Figure 1. Metal 1 (run 1).
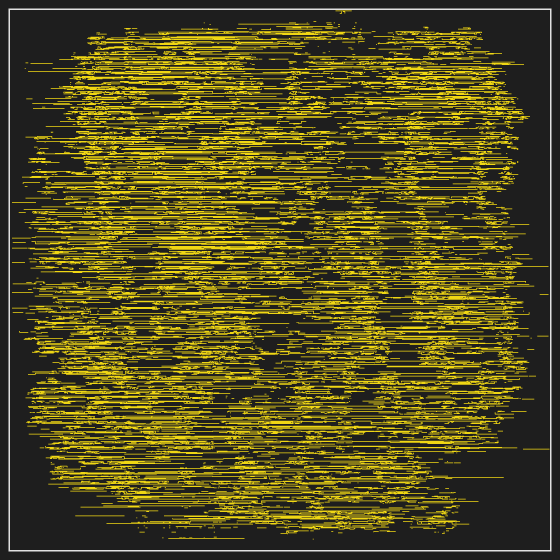
Figure 2. Routed metal per tile (run 1).
The bar under the picture is 100 um long. The die is cut into 29 by 29 equal tiles; dark blue is low, red is high, scaled to the fullest tile. Values are wire area over tile area, all layers added.
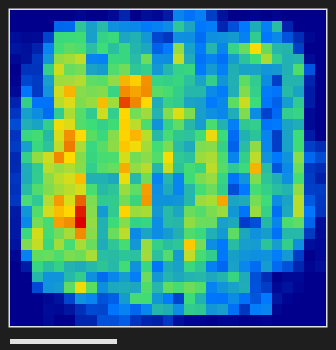
Figure 3. Signal wires on met3 (run 1).
The bar under the picture is 100 um long.
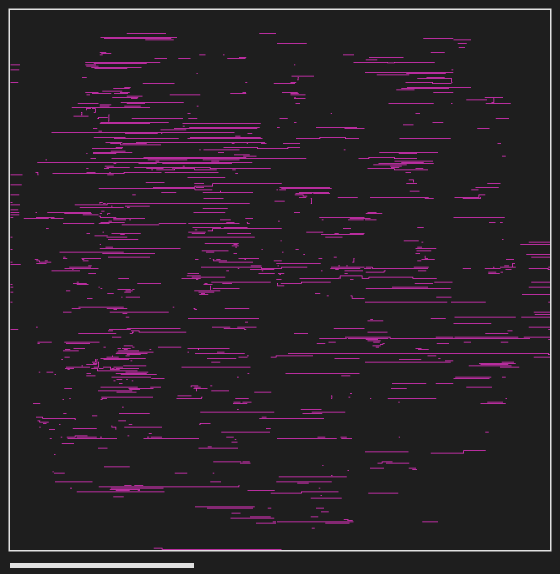
**src/rtl/kamus_pkg.sv**
```systemverilog
`default_nettype none
// ============================================================================
// Module      : kamus_pkg
// Description : Shared types and helpers for the kamus execute stage.
//               - ex_op_e    : execute operation encoding (5 bits; codes
//                              beyond OP_REMU are undefined and execute
//                              as ADD)
//               - ex_state_e : execute-stage FSM state encoding
//               - is_mul / is_div / is_rem / is_signed_a / is_signed_b :
//                              operation class predicates
// Revision    : 1.0 - initial release
// ============================================================================
package kamus_pkg;

  typedef enum logic [4:0] {
    OP_ADD    = 5'd0,
    OP_SUB    = 5'd1,
    OP_SLT    = 5'd2,
    OP_SLTU   = 5'd3,
    OP_XOR    = 5'd4,
    OP_OR     = 5'd5,
    OP_AND    = 5'd6,
    OP_SLL    = 5'd7,
    OP_SRL    = 5'd8,
    OP_SRA    = 5'd9,
    OP_MUL    = 5'd10,
    OP_MULH   = 5'd11,
    OP_MULHSU = 5'd12,
    OP_MULHU  = 5'd13,
    OP_DIV    = 5'd14,
    OP_DIVU   = 5'd15,
    OP_REM    = 5'd16,
    OP_REMU   = 5'd17
  } ex_op_e;

  // Kept as plain 2-bit constants so legacy tooling can consume them.
  typedef logic [1:0] ex_state_e;
  localparam ex_state_e ST_IDLE = 2'd0;
  localparam ex_state_e ST_ITER = 2'd1;
  localparam ex_state_e ST_DONE = 2'd2;

  function automatic logic is_mul(input ex_op_e op);
    return (op == OP_MUL) || (op == OP_MULH) || (op == OP_MULHSU) || (op == OP_MULHU);
  endfunction

  function automatic logic is_div(input ex_op_e op);
    return (op == OP_DIV) || (op == OP_DIVU) || (op == OP_REM) || (op == OP_REMU);
  endfunction

  function automatic logic is_rem(input ex_op_e op);
    return (op == OP_REM) || (op == OP_REMU);
  endfunction

  function automatic logic is_signed_a(input ex_op_e op);
    return (op == OP_MULH) || (op == OP_MULHSU) || (op == OP_DIV) || (op == OP_REM);
  endfunction

  function automatic logic is_signed_b(input ex_op_e op);
    return (op == OP_MULH) || (op == OP_DIV) || (op == OP_REM);
  endfunction

endpackage
`default_nettype wire

```
**src/rtl/kamus_md_iter.sv**
```systemverilog
`default_nettype none
// ============================================================================
// Module      : kamus_md_iter
// Description : Iterative multiply/divide datapath, one bit per cycle.
//               Multiply: shift-add into a 2*XLEN product.
//               Divide  : restoring division, remainder in the upper half of
//                         the accumulator, quotient shifted into the lower.
// Ports       : clk_i, rst_ni     - clock, async active-low reset
//               flush_i           - abort any iteration in progress
//               start_i           - load operands and begin XLEN steps
//               op_i              - M-extension op (selects sign/result)
//               operand_a_i/b_i   - raw rs1 / rs2 values
//               done_o            - last step is being taken this cycle
//               result_o          - sign-corrected result, valid with done_o
// Revision    : 1.0 - initial release
// ============================================================================
module kamus_md_iter import kamus_pkg::*; #(
  parameter int XLEN = 32
) (
  input  logic            clk_i,
  input  logic            rst_ni,
  input  logic            flush_i,
  input  logic            start_i,
  input  ex_op_e          op_i,
  input  logic [XLEN-1:0] operand_a_i,
  input  logic [XLEN-1:0] operand_b_i,
  output logic            done_o,
  output logic [XLEN-1:0] result_o
);

  localparam int CNT_W = $clog2(XLEN);

  logic              busy_q;
  logic [CNT_W-1:0]  cnt_q;
  logic [2*XLEN-1:0] acc_q;     // product, or {remainder, dividend/quotient}
  logic [XLEN-1:0]   opnd_q;    // |multiplicand| or |divisor|
  logic              div_q;
  logic              hi_q;      // select high half (MULH*) or remainder
  logic              neg_q;     // negate product / quotient
  logic              neg_rem_q; // remainder follows the dividend sign

  // Operand conditioning at start
  logic            a_neg, b_neg;
  logic [XLEN-1:0] a_abs, b_abs;
  logic            sel_hi;

  always_comb begin
    a_neg  = is_signed_a(op_i) & operand_a_i[XLEN-1];
    b_neg  = is_signed_b(op_i) & operand_b_i[XLEN-1];
    a_abs  = a_neg ? -operand_a_i : operand_a_i;
    b_abs  = b_neg ? -operand_b_i : operand_b_i;
    sel_hi = (op_i == OP_MULH) || (op_i == OP_MULHSU) || (op_i == OP_MULHU) || is_rem(op_i);
  end

  // One iteration step
  logic [XLEN:0]     mul_sum;
  logic [2*XLEN-1:0] mul_next;
  logic [XLEN:0]     div_trial;
  logic [XLEN:0]     div_diff;
  logic              div_ok;
  logic [XLEN-1:0]   div_rem;
  logic [2*XLEN-1:0] div_next;
  logic [2*XLEN-1:0] acc_step;

  always_comb begin
    mul_sum   = {1'b0, acc_q[2*XLEN-1:XLEN]} + (acc_q[0] ? {1'b0, opnd_q} : '0);
    mul_next  = {mul_sum, acc_q[XLEN-1:1]};
    // Partial remainder < divisor, so the shifted trial fits in XLEN+1 bits
    // and bit XLEN of the difference is a clean borrow flag.
    div_trial = {acc_q[2*XLEN-1:XLEN], acc_q[XLEN-1]};
    div_diff  = div_trial - {1'b0, opnd_q};
    div_ok    = ~div_diff[XLEN];
    div_rem   = div_ok ? div_diff[XLEN-1:0] : div_trial[XLEN-1:0];
    div_next  = {div_rem, acc_q[XLEN-2:0], div_ok};
    acc_step  = div_q ? div_next : mul_next;
  end

  // Sign correction of the final step
  logic [2*XLEN-1:0] prod_fix;
  logic [XLEN-1:0]   quo_fix;
  logic [XLEN-1:0]   rem_fix;

  always_comb begin
    prod_fix = neg_q ? -acc_step : acc_step;
    quo_fix  = neg_q ? -acc_step[XLEN-1:0] : acc_step[XLEN-1:0];
    rem_fix  = neg_rem_q ? -acc_step[2*XLEN-1:XLEN] : acc_step[2*XLEN-1:XLEN];
    if (div_q) begin
      result_o = hi_q ? rem_fix : quo_fix;
    end else begin
      result_o = hi_q ? prod_fix[2*XLEN-1:XLEN] : prod_fix[XLEN-1:0];
    end
  end

  assign done_o = busy_q && (cnt_q == '0);

  always_ff @(posedge clk_i or negedge rst_ni) begin
    if (!rst_ni) begin
      busy_q    <= 1'b0;
      cnt_q     <= '0;
      acc_q     <= '0;
      opnd_q    <= '0;
      div_q     <= 1'b0;
      hi_q      <= 1'b0;
      neg_q     <= 1'b0;
      neg_rem_q <= 1'b0;
    end else if (flush_i) begin
      busy_q <= 1'b0;
      cnt_q  <= '0;
    end else if (start_i) begin
      busy_q    <= 1'b1;
      cnt_q     <= CNT_W'(XLEN - 1);
      acc_q     <= {{XLEN{1'b0}}, a_abs};
      opnd_q    <= b_abs;
      div_q     <= is_div(op_i);
      hi_q      <= sel_hi;
      neg_q     <= a_neg ^ b_neg;
      neg_rem_q <= a_neg;
    end else if (busy_q) begin
      acc_q <= acc_step;
      if (cnt_q == '0) begin
        busy_q <= 1'b0;
      end else begin
        cnt_q <= cnt_q - CNT_W'(1);
      end
    end
  end

endmodule
`default_nettype wire

```
**src/rtl/kamus_ex_md.sv**
```systemverilog
`default_nettype none
// ============================================================================
// Module      : kamus_ex_md
// Description : Registered execute stage with valid/ready on both sides.
//               ALU ops and M-op special cases complete in one cycle; other
//               M-ops iterate for XLEN cycles in kamus_md_iter.
// Ports       : clk_i, rst_ni             - clock, async active-low reset
//               flush_i                   - drop in-flight / held op
//               in_valid_i / in_ready_o   - request handshake
//               op_i, operand_a_i/b_i     - operation and operands
//               rd_i / rd_o               - destination tag in / out
//               out_valid_o / out_ready_i - result handshake
//               result_o                  - registered result
//               busy_o                    - iteration in progress
// Revision    : 1.0 - initial release
// ============================================================================
module kamus_ex_md import kamus_pkg::*; #(
  parameter int XLEN = 32,
  parameter int RD_W = 5
) (
  input  logic            clk_i,
  input  logic            rst_ni,
  input  logic            flush_i,
  input  logic            in_valid_i,
  output logic            in_ready_o,
  input  ex_op_e          op_i,
  input  logic [XLEN-1:0] operand_a_i,
  input  logic [XLEN-1:0] operand_b_i,
  input  logic [RD_W-1:0] rd_i,
  output logic            out_valid_o,
  input  logic            out_ready_i,
  output logic [XLEN-1:0] result_o,
  output logic [RD_W-1:0] rd_o,
  output logic            busy_o
);

  localparam int SH_W = $clog2(XLEN);

  ex_state_e       state_q, state_d;
  logic [XLEN-1:0] result_q, result_d;
  logic [RD_W-1:0] rd_q, rd_d;

  logic            accept;
  logic            md_op;
  logic            special;
  logic            iter_start;
  logic            iter_done;
  logic [XLEN-1:0] iter_result;

  assign in_ready_o  = (state_q == ST_IDLE) || ((state_q == ST_DONE) && out_ready_i);
  assign out_valid_o = (state_q == ST_DONE);
  assign busy_o      = (state_q == ST_ITER);
  assign result_o    = result_q;
  assign rd_o        = rd_q;

  assign accept = in_valid_i && in_ready_o && !flush_i;
  assign md_op  = is_mul(op_i) || is_div(op_i);

  // Single-cycle ALU
  logic [SH_W-1:0] shamt;
  logic [XLEN-1:0] alu_res;

  always_comb begin
    shamt = operand_b_i[SH_W-1:0];
    case (op_i)
      OP_SUB:  alu_res = operand_a_i - operand_b_i;
      OP_SLT:  alu_res = {{(XLEN-1){1'b0}}, $signed(operand_a_i) < $signed(operand_b_i)};
      OP_SLTU: alu_res = {{(XLEN-1){1'b0}}, operand_a_i < operand_b_i};
      OP_XOR:  alu_res = operand_a_i ^ operand_b_i;
      OP_OR:   alu_res = operand_a_i | operand_b_i;
      OP_AND:  alu_res = operand_a_i & operand_b_i;
      OP_SLL:  alu_res = operand_a_i << shamt;
      OP_SRL:  alu_res = operand_a_i >> shamt;
      OP_SRA:  alu_res = $unsigned($signed(operand_a_i) >>> shamt);
      default: alu_res = operand_a_i + operand_b_i; // ADD and undefined codes
    endcase
  end

  // Divide special cases resolved without iterating
  logic            div_zero;
  logic            div_ovf;
  logic [XLEN-1:0] special_res;

  always_comb begin
    div_zero = is_div(op_i) && (operand_b_i == '0);
    div_ovf  = is_div(op_i) && is_signed_a(op_i) &&
               (operand_a_i == {1'b1, {(XLEN-1){1'b0}}}) && (operand_b_i == '1);
    special  = div_zero || div_ovf;
    if (is_rem(op_i)) begin
      special_res = div_zero ? operand_a_i : '0;
    end else begin
      special_res = div_zero ? '1 : operand_a_i;
    end
  end

  // FSM and output register
  always_comb begin
    state_d    = state_q;
    result_d   = result_q;
    rd_d       = rd_q;
    iter_start = 1'b0;

    case (state_q)
      ST_ITER: begin
        if (iter_done) begin
          state_d  = ST_DONE;
          result_d = iter_result;
        end
      end
      ST_DONE: begin
        if (out_ready_i) begin
          state_d = ST_IDLE;
        end
      end
      default: ;
    endcase

    // A new op may replace a consumed result in the same cycle.
    if (accept) begin
      rd_d = rd_i;
      if (md_op && !special) begin
        state_d    = ST_ITER;
        iter_start = 1'b1;
      end else begin
        state_d  = ST_DONE;
        result_d = md_op ? special_res : alu_res;
      end
    end

    if (flush_i) begin
      state_d = ST_IDLE;
    end
  end

  always_ff @(posedge clk_i or negedge rst_ni) begin
    if (!rst_ni) begin
      state_q  <= ST_IDLE;
      result_q <= '0;
      rd_q     <= '0;
    end else begin
      state_q  <= state_d;
      result_q <= result_d;
      rd_q     <= rd_d;
    end
  end

  kamus_md_iter #(
    .XLEN (XLEN)
  ) u_md_iter (
    .clk_i       (clk_i),
    .rst_ni      (rst_ni),
    .flush_i     (flush_i),
    .start_i     (iter_start),
    .op_i        (op_i),
    .operand_a_i (operand_a_i),
    .operand_b_i (operand_b_i),
    .done_o      (iter_done),
    .result_o    (iter_result)
  );

endmodule
`default_nettype wire

```
**config.mk**
```make
export PLATFORM = sky130hd
export DESIGN_NAME = kamus_ex_md
export DESIGN_NICKNAME = d
export VERILOG_FILES = /design/src/rtl/kamus_pkg.sv /design/src/rtl/kamus_md_iter.sv /design/src/rtl/kamus_ex_md.sv
export SDC_FILE = /design/constraint.sdc
export NUM_CORES = 1
export LEC_CHECK = 0
export CAP_MARGIN = 15
export CORE_MARGIN = 4
export CORE_UTILIZATION = 30
export DETAILED_ROUTE_END_ITERATION = 8
export MAX_ROUTING_LAYER = met4
export PLACE_DENSITY = 0.43
export SYNTH_ARGS = -nofsm -noshare
export SYNTH_HDL_FRONTEND = slang
export SYNTH_HIERARCHICAL = 1
export SYNTH_SLANG_ARGS = --single-unit
export TNS_END_PERCENT = 100
```
**constraint.sdc**
```tcl
create_clock -name clk_i -period 17.3 [get_ports clk_i]
set_input_delay 2.595 -clock clk_i [delete_from_list [all_inputs] [get_ports clk_i]]
set_output_delay 2.595 -clock clk_i [all_outputs]
set_load 0.02 [all_outputs]
```
==> reports/metrics.csv, run 1 <==
stage,metric,value,unit
cts,CTS Sinks,145,
synth,Post-synth top cells,"nand2_1, nor2_1, a21oi_1",
placed_design,GP Congestion,1.041,
placed_design,placed cell areas,26690,um^2
synth,main area contributors,"dfrtp_1, ha_1, a21oi_1",
global_route,total grt overflow,0,
sta,WHS,0.4792,ns
synth,Top-area cell share,0.1478,
sta,final hold vios,0,
sta,skew final,0.01222,ns
min_path,min-delay worst type,reg2reg,
route,Metal-1 WL,58240,um
finish,post-route cell area,27330,um^2
critical_path,kind of critical path,reg2reg,
route,max layer used,met4,
synth,Avg Inst Size Synth,7.339,um^2
floorplan,Die W,294.1,um
cts,cts hold-fix bufs,0,
placed_design,PortBufs,118,
sta,final max-slew violation count,0,
synth,share of flip-flops with an asynchronous set or reset,1.000,
flow_run,MaxCap Viol Count,0,
route,antenna-violating nets left,0,
critical_path,Crit. End Element,register,
cts,clock slew at reported path FFs,0.08,ns
route,First DRT Iteration DRCs,2736,
cts,deepest clock path buffer count,2,
min_path,hold path cells,2,
synth,Mapped Area,24560,um^2
cts,postcts setup bufs,0,
sta,cycle use final,0.4179,
floorplan,Core Area,80810,um^2
synth,Synth area leader,dfrtp_1,
status,status,"finished, final reports clean",
finish,area delta synth->final,11.28,%
power,Leakage,11.22,nW
sta,RSZ-0062 raised after global routing,no,
route,met2 WL,63080,um
synth,Syn. warnings,6,
critical_path,"Req. time, crit path",17.67,ns
floorplan,I/O pins,119,
critical_path,worst-path maximum fanout,11,
floorplan,FP Util,0.3039,
global_route,largest net degree at the start of global routing,85,
global_route,first-pass GRT wire length,195800,um
synth,Syn Inst Count,3346,
cts,clk ins delay skew pair,0.51,ns
sta,Worst Tran Pin Value,1.137,ns
power,Peak VDD IR,0.1005,mV
cts,Num CTS Buffers,17,
finish,share of cells above drive strength 1,0.08231,
global_route,vias in the first global route,26600,
synth,"EDFF count, synth",0,
sta,highest clock rate,138.3,MHz
finish,Final Util,0.3382,
route,Total Wirelength,137200,um
floorplan,Cell Rows,104,
cts,post-cts resize count,0,
synth,Synth flops,145,
synth,yosys cell count,3346,
sta,fin crit period,7.230,ns
critical_path,CP most frequent cell,nor2_1,
route,via count,27580,
route,DRC Markers,0,
global_route,Total GRT Usage,0.3180,
power,power per standard cell area,139.8,nW/um^2
critical_path,r2r worst-path depth,24,
sta,Slew headroom,0.2340,
cts,clock root buffer,clkbuf_16,
route,metal3 WL,8320,um
route,DR pass1 iterations,5,
route,Vias/cell,6.243,
synth,Floorplan Nets,3596,
critical_path,CP peak stage delay,0.67,ns
finish,fill cell count,8686,
synth,most frequent cell after synthesis,nand2_1,
cts,H-tree levels,4,
synth,"Chip Area, Yosys",24560,um^2
## Picture notes: Figure 1
longest straight run: 105 um
share of all routed wire: 42%
wire length on this layer: 58.2 mm
main direction: horizontal

## Picture notes: Figure 2
tiles over half the peak: 28%
fullest tile: 0.72
mean over tiles: 0.26
emptiest ninth of the die: lower right
nearly empty tiles: 12%

## Picture notes: Figure 3
wire length on this layer: 8,320 um
nets with wire on the layer: 439

## run 1: kinds of logic (layout without fill, tap and decap cells)
logic type                 count (synthesis)  count (layout)  share of synthesized area
adders and majority gates                171             171                    0.08835
other                                      0               5                          0
AOI/OAI and AO/OA                       1112            1112                     0.2997
xor gates and xnor gates                 178             178                    0.06348
DFF                                      145             145                     0.1478
and+or+nand+nor                         1126            1126                     0.2213
buffers and inverters                    396             403                    0.06924
muxes                                    218             218                     0.1102
## run 1: critical path, delay by kind of cell (launching register included)
kind | cells | cell delay (ns)
mux | 2 | 0.49
flops | 1 | 0.38
simple gates | 7 | 2.54
compound gates | 8 | 2.31
fa+ha+maj | 3 | 0.77
buf+inv | 3 | 0.39
xor+xnor | 1 | 0.19
## run 1: layout make-up
class	count	area, um^2	share of cell area
Antenna cell	5	12.51	0.0004579
Timing Repair Buffer	206	1821	0.06662
Clock buffer	20	446.7	0.01635
Tap cell	1060	1326	0.04853
Sequential cell	145	3633	0.1330
Inverter	165	619.3	0.02266
Clock inverter	12	180.2	0.006593
Multi-Input combinational cell	2805	19290	0.7058
## run 1: layer usage
| layer | global-route usage | vias to the layer above |
|---|---|---|
| met5 | - | - |
| met4 | 0.1530 | 0 |
| met3 | 0.03660 | 302 |
| met2 | 0.5048 | 1275 |
| met1 | 0.4040 | 13630 |
| li1 | - | 12370 |
## run 1: state kept, by name, indices dropped and copies added (netlist names)
signal	cells
state_q	2
u_md_iter/busy_q	1
u_md_iter/acc_q	64
result_o	32
u_md_iter/cnt_q	5
u_md_iter/div_q	1
u_md_iter/neg_rem_q	1
u_md_iter/neg_q	1
rd_o	5
u_md_iter/hi_q	1
u_md_iter/opnd_q	32
## run 1: cell usage in the layout, fill, tap and decap left out, types with 54 or more instances in the layout
| cell | count |
|---|---|
| nand2_1 | 328 |
| nor2_1 | 307 |
| a21oi_1 | 287 |
| o21ai_0 | 243 |
| ha_1 | 167 |
| inv_1 | 161 |
| dfrtp_1 | 143 |
| mux2i_1 | 141 |
| nor3_1 | 115 |
| clkdlybuf4s50_1 | 112 |
| xor2_1 | 97 |
| buf_4 | 89 |
| xnor2_1 | 81 |
| a211oi_1 | 66 |
| nand3_1 | 65 |
| o211ai_1 | 61 |
| and2_1 | 54 |
## run 1: power breakdown
group          switching (mW)  leakage (nW)  internal [mW]
sequential              0.145          1.81          0.450
combinational            1.83          9.11          0.967
clock                   0.182         0.301          0.245
total                    2.16          11.2           1.66
## run 1: stage by stage
step	power [mW]	cells	setup slack, ns
detailed placement	3.334	4381	9.673
CTS	3.783	4413	10.21
finish	3.820	4418	10.07
global placement	3.356	4381	9.591
floorplan	2.390	3346	10.89
global route	4.052	4415	9.758
## run 1: path summary, 6_finish.rpt
| path | slack [ns] | from | end |
|---|---|---|---|
| setup / recovery | 10.07 | u_md_iter/acc_q[31] | result_o[30] |
| hold / removal | 0.48 | rd_o[3] | rd_o[3] |
| setup reg to reg | 10.07 | u_md_iter/acc_q[31] | result_o[30] |
| hold reg to reg | 0.48 | rd_o[3] | rd_o[3] |
| max in group asynchronous | 13.51 | rst_ni | u_md_iter/opnd_q[8] |
| min in group asynchronous | 2.14 | rst_ni | result_o[1] |
Figure 4. The clock network (run 1).
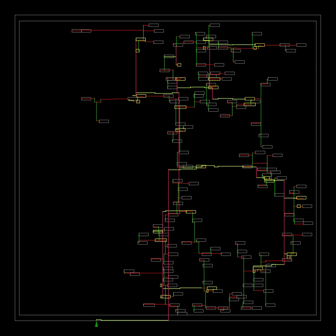

==> run 1 -> run 2 <==
--- a/config.mk
+++ b/config.mk
@@ -10,7 +10,7 @@
 export CORE_UTILIZATION = 30
 export DETAILED_ROUTE_END_ITERATION = 8
 export MAX_ROUTING_LAYER = met4
-export PLACE_DENSITY = 0.43
+export PLACE_DENSITY = 0.45
 export SYNTH_ARGS = -nofsm -noshare
 export SYNTH_HDL_FRONTEND = slang
 export SYNTH_HIERARCHICAL = 1
==> constraint.sdc (replaced) <==
create_clock -name clk_i -period 6.4 [get_ports clk_i]
set_input_delay 0.96 -clock clk_i [delete_from_list [all_inputs] [get_ports clk_i]]
set_output_delay 0.96 -clock clk_i [all_outputs]
set_load 0.02 [all_outputs]
Figure 5. The clock network (run 2).
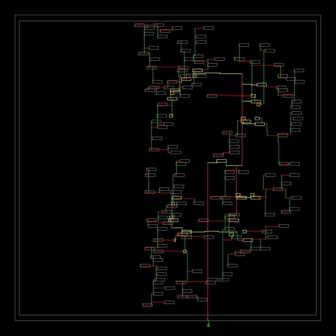
CTS Sinks: 145
skew final: 0.01903 ns

==> reports/metrics.csv, run 2 <==
stage,metric,value,unit,change
global_route,largest net degree at the start of global routing,61,,was 85
critical_path,Crit. End Element,register,,unchanged
sta,WHS,0.3677,ns,was 0.4792 ns
synth,Top-area cell share,0.1478,,unchanged
finish,Commonest Layout Cell,nand2_1,,unchanged
placed_design,pre-CTS setup slack,0.3086,ns,was 9.673 ns
route,DR pass1 iterations,6,,was 5
floorplan,FP Util,0.3039,,unchanged
power,Leakage,11.51,nW,was 11.22 nW
sta,cycle use final,0.9481,,was 0.4179
sta,post-route setup slack,0.3324,ns,was 10.07 ns
synth,sequential area share after synthesis,0.1478,,unchanged
global_route,vias in the first global route,26500,,"was 26,600"
power,power per standard cell area,369.5,nW/um^2,was 139.8 nW/um^2
power,Peak VDD IR,0.2489,mV,was 0.1005 mV
finish,share of cells above drive strength 1,0.1002,,was 0.08231
placed_design,GP Congestion,1.037,,was 1.041
route,max layer used,met4,,unchanged
synth,Syn Inst Count,3346,,unchanged
critical_path,CP most frequent cell,inv_1,,was nor2_1
route,via count,27700,,"was 27,580"
finish,Final Net Count,3651,,"was 3,590"
route,met2 WL,61490,um,"was 63,080 um"
critical_path,crit path capture,result_o[24],,was result_o[30]
route,metal3 WL,7611,um,was 8320 um
placed_design,PortBufs,118,,unchanged
synth,Synth flops,145,,unchanged
route,Vias/cell,6.187,,was 6.243
flow_run,MaxCap Viol Count,0,,unchanged
finish,area delta synth->final,13.06,%,was 11.28%
floorplan,Die Y,294.1,um,unchanged
floorplan,Core Area,80810,um^2,unchanged
route,Metal-1 WL,55230,um,"was 58,240 um"
route,average wire per standard cell,29.80,um,was 31.06 um
status,status,"finished, final reports clean",,unchanged
cts,cts hold-fix bufs,0,,unchanged
placed_design,Detailed Place HPWL,105400,um,"was 104,700 um"
floorplan,Cell Rows,104,,unchanged
synth,Post-synth top cells,"nand2_1, nor2_1, a21oi_1",,unchanged
synth,Floorplan Nets,3596,,unchanged
synth,Syn. warnings,6,,unchanged
synth,Avg Inst Size Synth,7.339,um^2,unchanged
critical_path,worst-path maximum fanout,9,,was 11
floorplan,total die size,86500,um^2,unchanged
critical_path,CP peak stage delay,0.51,ns,was 0.67 ns
floorplan,I/O pins,119,,unchanged
sta,Final setup viols,0,,unchanged
min_path,min-delay worst type,in2async,,was reg2reg
critical_path,crit start category,register,,unchanged
synth,most frequent cell after synthesis,nand2_1,,unchanged
synth,"EDFF count, synth",0,,unchanged
global_route,total grt overflow,0,,unchanged
route,antenna-violating nets left,0,,unchanged
sta,final hold vios,0,,unchanged
synth,Mapped Area,24560,um^2,unchanged
flow_run,tool warnings,92,,unchanged
sta,fin crit period,6.068,ns,was 7.230 ns
synth,main area contributors,"dfrtp_1, ha_1, a21oi_1",,unchanged
critical_path,Crit Reg-Reg Endpoint,result_o[24],,was result_o[30]
route,Total Wirelength,133400,um,"was 137,200 um"
finish,Top cells excl fill/tap,"nand2_1, nor2_1, a21oi_1",,unchanged
critical_path,flop-to-flop setup slack,0.33,ns,was 10.07 ns
route,First DRT Iteration DRCs,3129,,"was 2,736"
critical_path,arrival time at the worst endpoint,6.38,ns,was 7.60 ns
critical_path,CP startpoint,u_md_iter/acc_q[31],,unchanged
cts,clock root buffer,clkbuf_16,,unchanged
global_route,Total GRT Usage,0.3055,,was 0.3180
critical_path,kind of critical path,reg2reg,,unchanged
synth,"Distinct cells, synth",114,,unchanged
critical_path,Reg-to-Reg Start,u_md_iter/acc_q[31],,unchanged
global_route,initial antenna violation count,6,,was 8
route,DRC Markers,0,,unchanged
cts,CTS tree,done,,unchanged
synth,Synth area leader,dfrtp_1,,unchanged
sta,Worst Tran Pin Value,1.045,ns,was 1.137 ns
sta,final max-slew violation count,0,,unchanged
critical_path,slowest CP cell,o211ai_1,,was nor4b_1
cts,clock slew at reported path FFs,0.08,ns,about the same
synth,yosys cell count,3346,,unchanged
sta,highest clock rate,164.8,MHz,was 138.3 MHz
critical_path,"Req. time, crit path",6.71,ns,was 17.67 ns
synth,leading register cell type out of synthesis,dfrtp_1,,unchanged
finish,Reg with most FFs,u_md_iter/acc_q,,unchanged
cts,clk ins delay skew pair,0.46,ns,was 0.51 ns
synth,"Chip Area, Yosys",24560,um^2,unchanged
global_route,first-pass GRT wire length,190200,um,"was 195,800 um"
sta,Slew headroom,0.3012,,was 0.2340
critical_path,r2r worst-path depth,28,,was 24
cts,H-tree levels,4,,unchanged
power,Pwr Total,10.26,mW,was 3.820 mW
cts,Num CTS Buffers,17,,unchanged
synth,share of flip-flops with an asynchronous set or reset,1.000,,unchanged
finish,max FFs per register,64,,unchanged
cts,deepest clock path buffer count,2,,unchanged
floorplan,Die W,294.1,um,unchanged
Figure 6. Routed metal per tile (run 2).
The bar under the picture is 100 um long. The die is cut into 29 by 29 equal tiles; dark blue is low, red is high, scaled to the fullest tile. Values are wire area over tile area, all layers added.
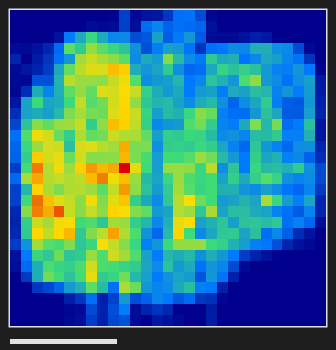
emptiest ninth of the die: lower right
fullest tile: 0.77
densest ninth of the die: middle left
mean over tiles: 0.25
tiles over half the peak: 26%
nearly empty tiles: 18%

run 2: cell count changes in the layout (fill, tap and decap cells not counted), moves of 2 or more:
cell / delta
a2111oi_0: +2
a2111oi_1: -2
buf_12: +2
buf_4: +59
bufinv_16: -4
clkinv_2: -2
diode_2: -2
inv_6: +5
inv_8: +5
run 2: timing repair:
action,4_1_cts,5_1_grt
setup buffers,0,1
resized,0,7
setup endpoints to repair,0,1
run 2: worst max-delay path, delay by kind of cell, from the launching register on:
kind | cells | cell delay [ns]
buf+inv | 4 | 0.39
flops | 1 | 0.39
mux | 2 | 0.62
fa+ha+maj | 3 | 0.67
simple gates | 7 | 1.33
compound gates | 12 | 2.52
run 2: worst min-delay path by stage:
stage / startpoint / end / slack [ns] / depth (start not counted)
final: rst_ni / u_md_iter/acc_q[7] / 0.37 / 1
after global routing: rst_ni / u_md_iter/acc_q[7] / 0.38 / 1
after CTS: rst_ni / u_md_iter/acc_q[7] / 0.36 / 1
after detailed placement: rd_o[4] / rd_o[4] / 0.47 / 2
after global placement: rd_o[0] / rd_o[0] / 0.46 / 2
after floorplan: u_md_iter/opnd_q[10] / u_md_iter/opnd_q[10] / 0.46 / 2
run 2: cell type report:
class	instances	area [um^2]
fillers	8758	53040
multi-input cells	2805	19310
flip-flops and latches	145	3635
repair buffers	267	2303
well taps	1060	1326
inverters	165	619.3
clock buffers	18	429.2
clock inverters	14	133.9
diodes	3	7.507
run 2: stage by stage:
| stage | util | cell area, um^2 | cells | setup TNS, ns |
|---|---|---|---|---|
| floorplan | - | 24560 | 3346 | 0 |
| global placement | 0.3360 | 27150 | 4441 | 0 |
| detailed placement | 0.3360 | 27150 | 4441 | 0 |
| CTS | 0.3430 | 27720 | 4473 | 0 |
| global route | 0.3436 | 27760 | 4476 | -0.006585 |
| finish | 0.3436 | 27770 | 4477 | 0 |
run 2: per-layer routing:
metal | up-vias | global-route usage
met3 | 356 | 0.02830
li1 | 12510 | -
met5 | - | -
met1 | 13540 | 0.3781
met2 | 1289 | 0.4933
met4 | 0 | 0.1659
run 2: cell families (layout without fill, tap and decap cells):
kind of cell | after synthesis | count (layout) | synth area share
simple gates | 1126 | 1126 | 0.2213
compound gates | 1112 | 1112 | 0.2997
buf+inv | 396 | 464 | 0.06924
mux | 218 | 218 | 0.1102
xor+xnor | 178 | 178 | 0.06348
fa+ha+maj | 171 | 171 | 0.08835
flops | 145 | 145 | 0.1478
other cells | 0 | 3 | 0
run 2: report_power, final:
group | leakage [nW] | internal (mW) | switching (mW) | total, mW
Clock | 0.277 | 0.520 | 0.512 | 1.03
Combinational | 9.42 | 2.75 | 4.84 | 7.59
Sequential | 1.81 | 1.22 | 0.425 | 1.64
Total | 11.5 | 4.49 | 5.77 | 10.3
Power is estimated from default activity; no workload was simulated.
